File: src/rtl/btn_step_counter.sv
// Button/auto-tick driven modulo-4 up/down counter feeding the 2-bit seven-segment decoder.
// Synchronizes and debounces a raw pushbutton, detects press edges and prescales auto steps.
module btn_step_counter #(
  parameter int DEBOUNCE_CYCLES = 16,
  parameter int TICK_DIV        = 4
) (
  input  logic clk,
  input  logic rst,
  input  logic btn,
  input  logic dir,
  input  logic auto_en,
  input  logic clr,
  output logic A,
  output logic B,
  output logic step
);

  localparam int DW = $clog2(DEBOUNCE_CYCLES);
  localparam int PW = $clog2(TICK_DIV);
  localparam logic [DW-1:0] DCNT_MAX = DW'(DEBOUNCE_CYCLES - 1);
  localparam logic [PW-1:0] PCNT_MAX = PW'(TICK_DIV - 1);

  logic          s1, s2;
  logic          db, db_d;
  logic [DW-1:0] dcnt;
  logic [PW-1:0] pcnt;
  logic [1:0]    cnt;
  logic          press, tick, step_req;

  // NOTE: every register below uses non-blocking assignments so all state
  // updates see the pre-edge values, which is what makes the pipeline timing exact.
  always_ff @(posedge clk or posedge rst) begin
    if (rst) begin
      s1   <= 1'b0;
      s2   <= 1'b0;
      db   <= 1'b0;
      db_d <= 1'b0;
      dcnt <= '0;
    end else begin
      s1   <= btn;
      s2   <= s1;
      db_d <= db;
      if (s2 == db) begin
        dcnt <= '0;
      end else if (dcnt == DCNT_MAX) begin
        db   <= s2;
        dcnt <= '0;
      end else begin
        dcnt <= dcnt + 1'b1;
      end
    end
  end

  assign press    = db & ~db_d;
  assign tick     = auto_en & (pcnt == PCNT_MAX);
  // A coincident press and tick collapse into a single step.
  assign step_req = press | tick;

  always_ff @(posedge clk or posedge rst) begin
    if (rst) begin
      pcnt <= '0;
    end else if (!auto_en || tick) begin
      pcnt <= '0;
    end else begin
      pcnt <= pcnt + 1'b1;
    end
  end

  // clr wins over a simultaneous step request; that request is dropped.
  always_ff @(posedge clk or posedge rst) begin
    if (rst) begin
      cnt  <= 2'd0;
      step <= 1'b0;
    end else if (clr) begin
      cnt  <= 2'd0;
      step <= 1'b0;
    end else if (step_req) begin
      cnt  <= dir ? (cnt - 2'd1) : (cnt + 2'd1);
      step <= 1'b1;
    end else begin
      step <= 1'b0;
    end
  end

  assign A = cnt[1];
  assign B = cnt[0];

endmodule
File: config.mk
export PLATFORM = sky130hd
export DESIGN_NAME = btn_step_counter
export DESIGN_NICKNAME = d
export VERILOG_FILES = /design/src/rtl/btn_step_counter.sv
export SDC_FILE = /design/constraint.sdc
export NUM_CORES = 1
export LEC_CHECK = 0
export ABC_AREA = 1
export CAP_MARGIN = 10
export CORE_AREA = 3 3 40 42
export CTS_BUF_LIST = sky130_fd_sc_hd__clkbuf_4 sky130_fd_sc_hd__clkbuf_8 sky130_fd_sc_hd__clkbuf_16
export DETAILED_ROUTE_END_ITERATION = 6
export DIE_AREA = 0 0 43 45
export PLACE_DENSITY = 0.65
export SYNTH_ARGS = -nofsm -noshare
export SYNTH_HDL_FRONTEND = slang
export SYNTH_SLANG_ARGS = --single-unit
File: constraint.sdc
create_clock -name clk -period 0.9 [get_ports clk]
set_input_delay 0.09 -clock clk [delete_from_list [all_inputs] [get_ports clk]]
set_output_delay 0.09 -clock clk [all_outputs]
set_load 0.005 [all_outputs]
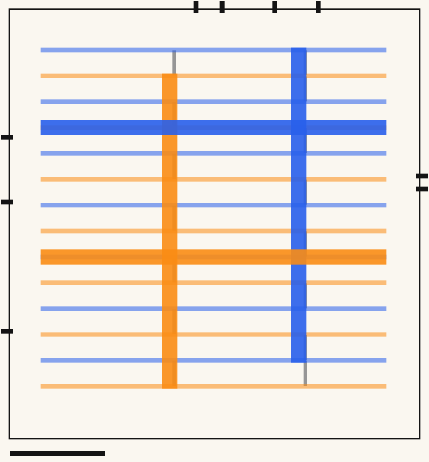
(images/power_grid.png)
Bar = 10 µm. Pins as bars on the die edge. Tap cells in gray.
- blue: VDD
- orange: VSS
- signal pins: 9
- rows: 13
- tap cells: 15
- met4 straps: 2

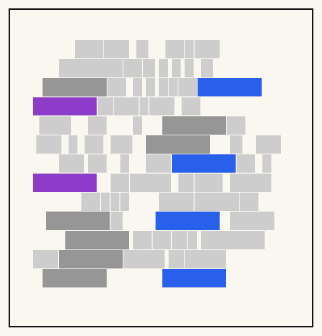
(images/flops_by_reg.png)
- purple: pcnt (placed flops 2)
- blue: dcnt (placed flops 4)
- not colored: 7

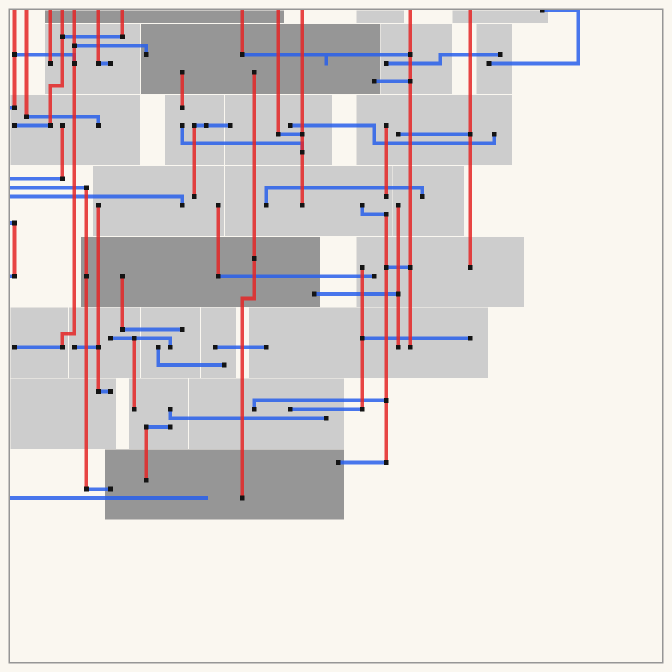
(images/detail.png)
Window x 18 to 43, y 0 to 25 µm. Cells in gray, sequential cells in the stronger gray; small squares are vias.
- red: metal 2
- blue: metal 1
- netlist names of flops here include: dcnt (3)
- most frequent: nor2_2 (3), dfrtp_1 (3), buf_4 (3)
- sequential cells in the window: 3
- cells with their middle in the window: 22

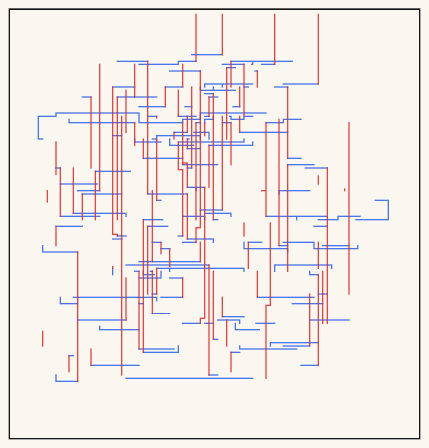
(images/wires.png)
Only two layers are drawn.
- red: metal 2 (wire length 521 µm)
- blue: metal 1 (wire length 403 µm)

==> flow_summary.toml <==
# synthesis and place-and-route metrics
[critical_path]
reg2regPathDepth = 5
path_buffers = 0
crit_start = "pcnt[0]"
timing.rr.end = "cnt[1]"
slowest_delay_ns = 0.40

[timing]
worst_slack_ns = -0.100
fin_tns_setup_ns = -0.436
hold_viol_final = 0
finClkSkew_ns = 0.00264
finalSetupViolCount = 8

[synthesis]
fp_nets = 61
synth_seq_share_pct = 61.2
syn_avg_cell_area_um2 = 10.0
synth_area_leader_cell = "dfrtp_1"
postSynth.asyncResetShare_pct = 100
ys.flops = 13
ys_area_um2 = 532

[run_status]
violations = "setup timing"
status = "finished, violations left"

[floorplan]
die_x_um = 43
fp_util_pct = 41.4
die_height_um = 45

[final_layout]
logic_area_um2 = 313
fillCellCount = 94
largestRegisters = "dcnt: 4 flops, cnt: 2 flops, pcnt: 2 flops"
layout-drive-gt1-share_pct = 51.3

[detailed_routing]
top_layer = "met4"
antenna_left = 0
drtIter0Drc = 1

[job]
warning_count = 29

[grt]
grt_pass1_wl_um = 1560
grt_pass1_vias = 384

[power_and_ir_drop]
total_power_mw = 1.23
leakage_nw = 0.418

[placed_design]
place_congestion = 0.768

[clocking]
cts_hold_buf = 0
cts_resized = 13
-- metrics by stage --
step | hold slack [ns] | instance area (µm²)
after floorplan | -0.0330 | 552
after global placement | 0.334 | 681
after detailed placement | 0.338 | 681
after CTS | 0.112 | 741
after global routing | 0.116 | 868
final | 0.102 | 868
-- layout by cell type (no fill, tap or decap), drive strengths merged --
| cell | n |
|---|---|
| nor3b | 1 |
| nand3 | 6 |
| nor2 | 4 |
| o21ai | 1 |
| dfrtp | 13 |
| buf | 13 |
| xnor2 | 2 |
| inv | 9 |
| nand2 | 10 |
| nand2b | 1 |
| a21oi | 1 |
| ha | 2 |
| clkbuf | 5 |
| and2 | 1 |
| nor3 | 1 |
| xor2 | 1 |
| clkdlybuf4s50 | 5 |
-- cell families (layout without fill, tap and decap cells) --
group / after synthesis / in the layout / synth area share (%)
flops: 13 / 13 / 61.2
compound gates: 2 / 2 / 2.59
simple gates: 24 / 24 / 20.2
fa+ha+maj: 2 / 2 / 4.71
xor+xnor: 3 / 3 / 4.94
buf+inv: 9 / 32 / 6.35
-- final cells by class --
type                            count  share of cell area [%]
Timing Repair Buffer               19                    17.0
Sequential cell                    13                    37.5
Multi-Input combinational cell     31                    36.0
Tap cell                           15                    2.16
Clock buffer                        4                    3.46
Inverter                            9                    3.89
-- tightest hold or removal path, delay by kind of cell --
family	cells	cell delay [ns]
buffers and inverters	3	0.64
-- power by group --
group          internal, mW  switching [mW]  total [mW]
Clock                 0.202           0.189       0.391
Combinational         0.112          0.0797       0.191
Sequential            0.614          0.0302       0.644
-- layer usage --
layer  vias up  track usage, %
li1        209               -
met1       192            12.9
met2         8            18.6
met3         4            3.98
met4         0            7.23
met5         -               0
No activity file was given, so power comes from the tool's default toggle rates.
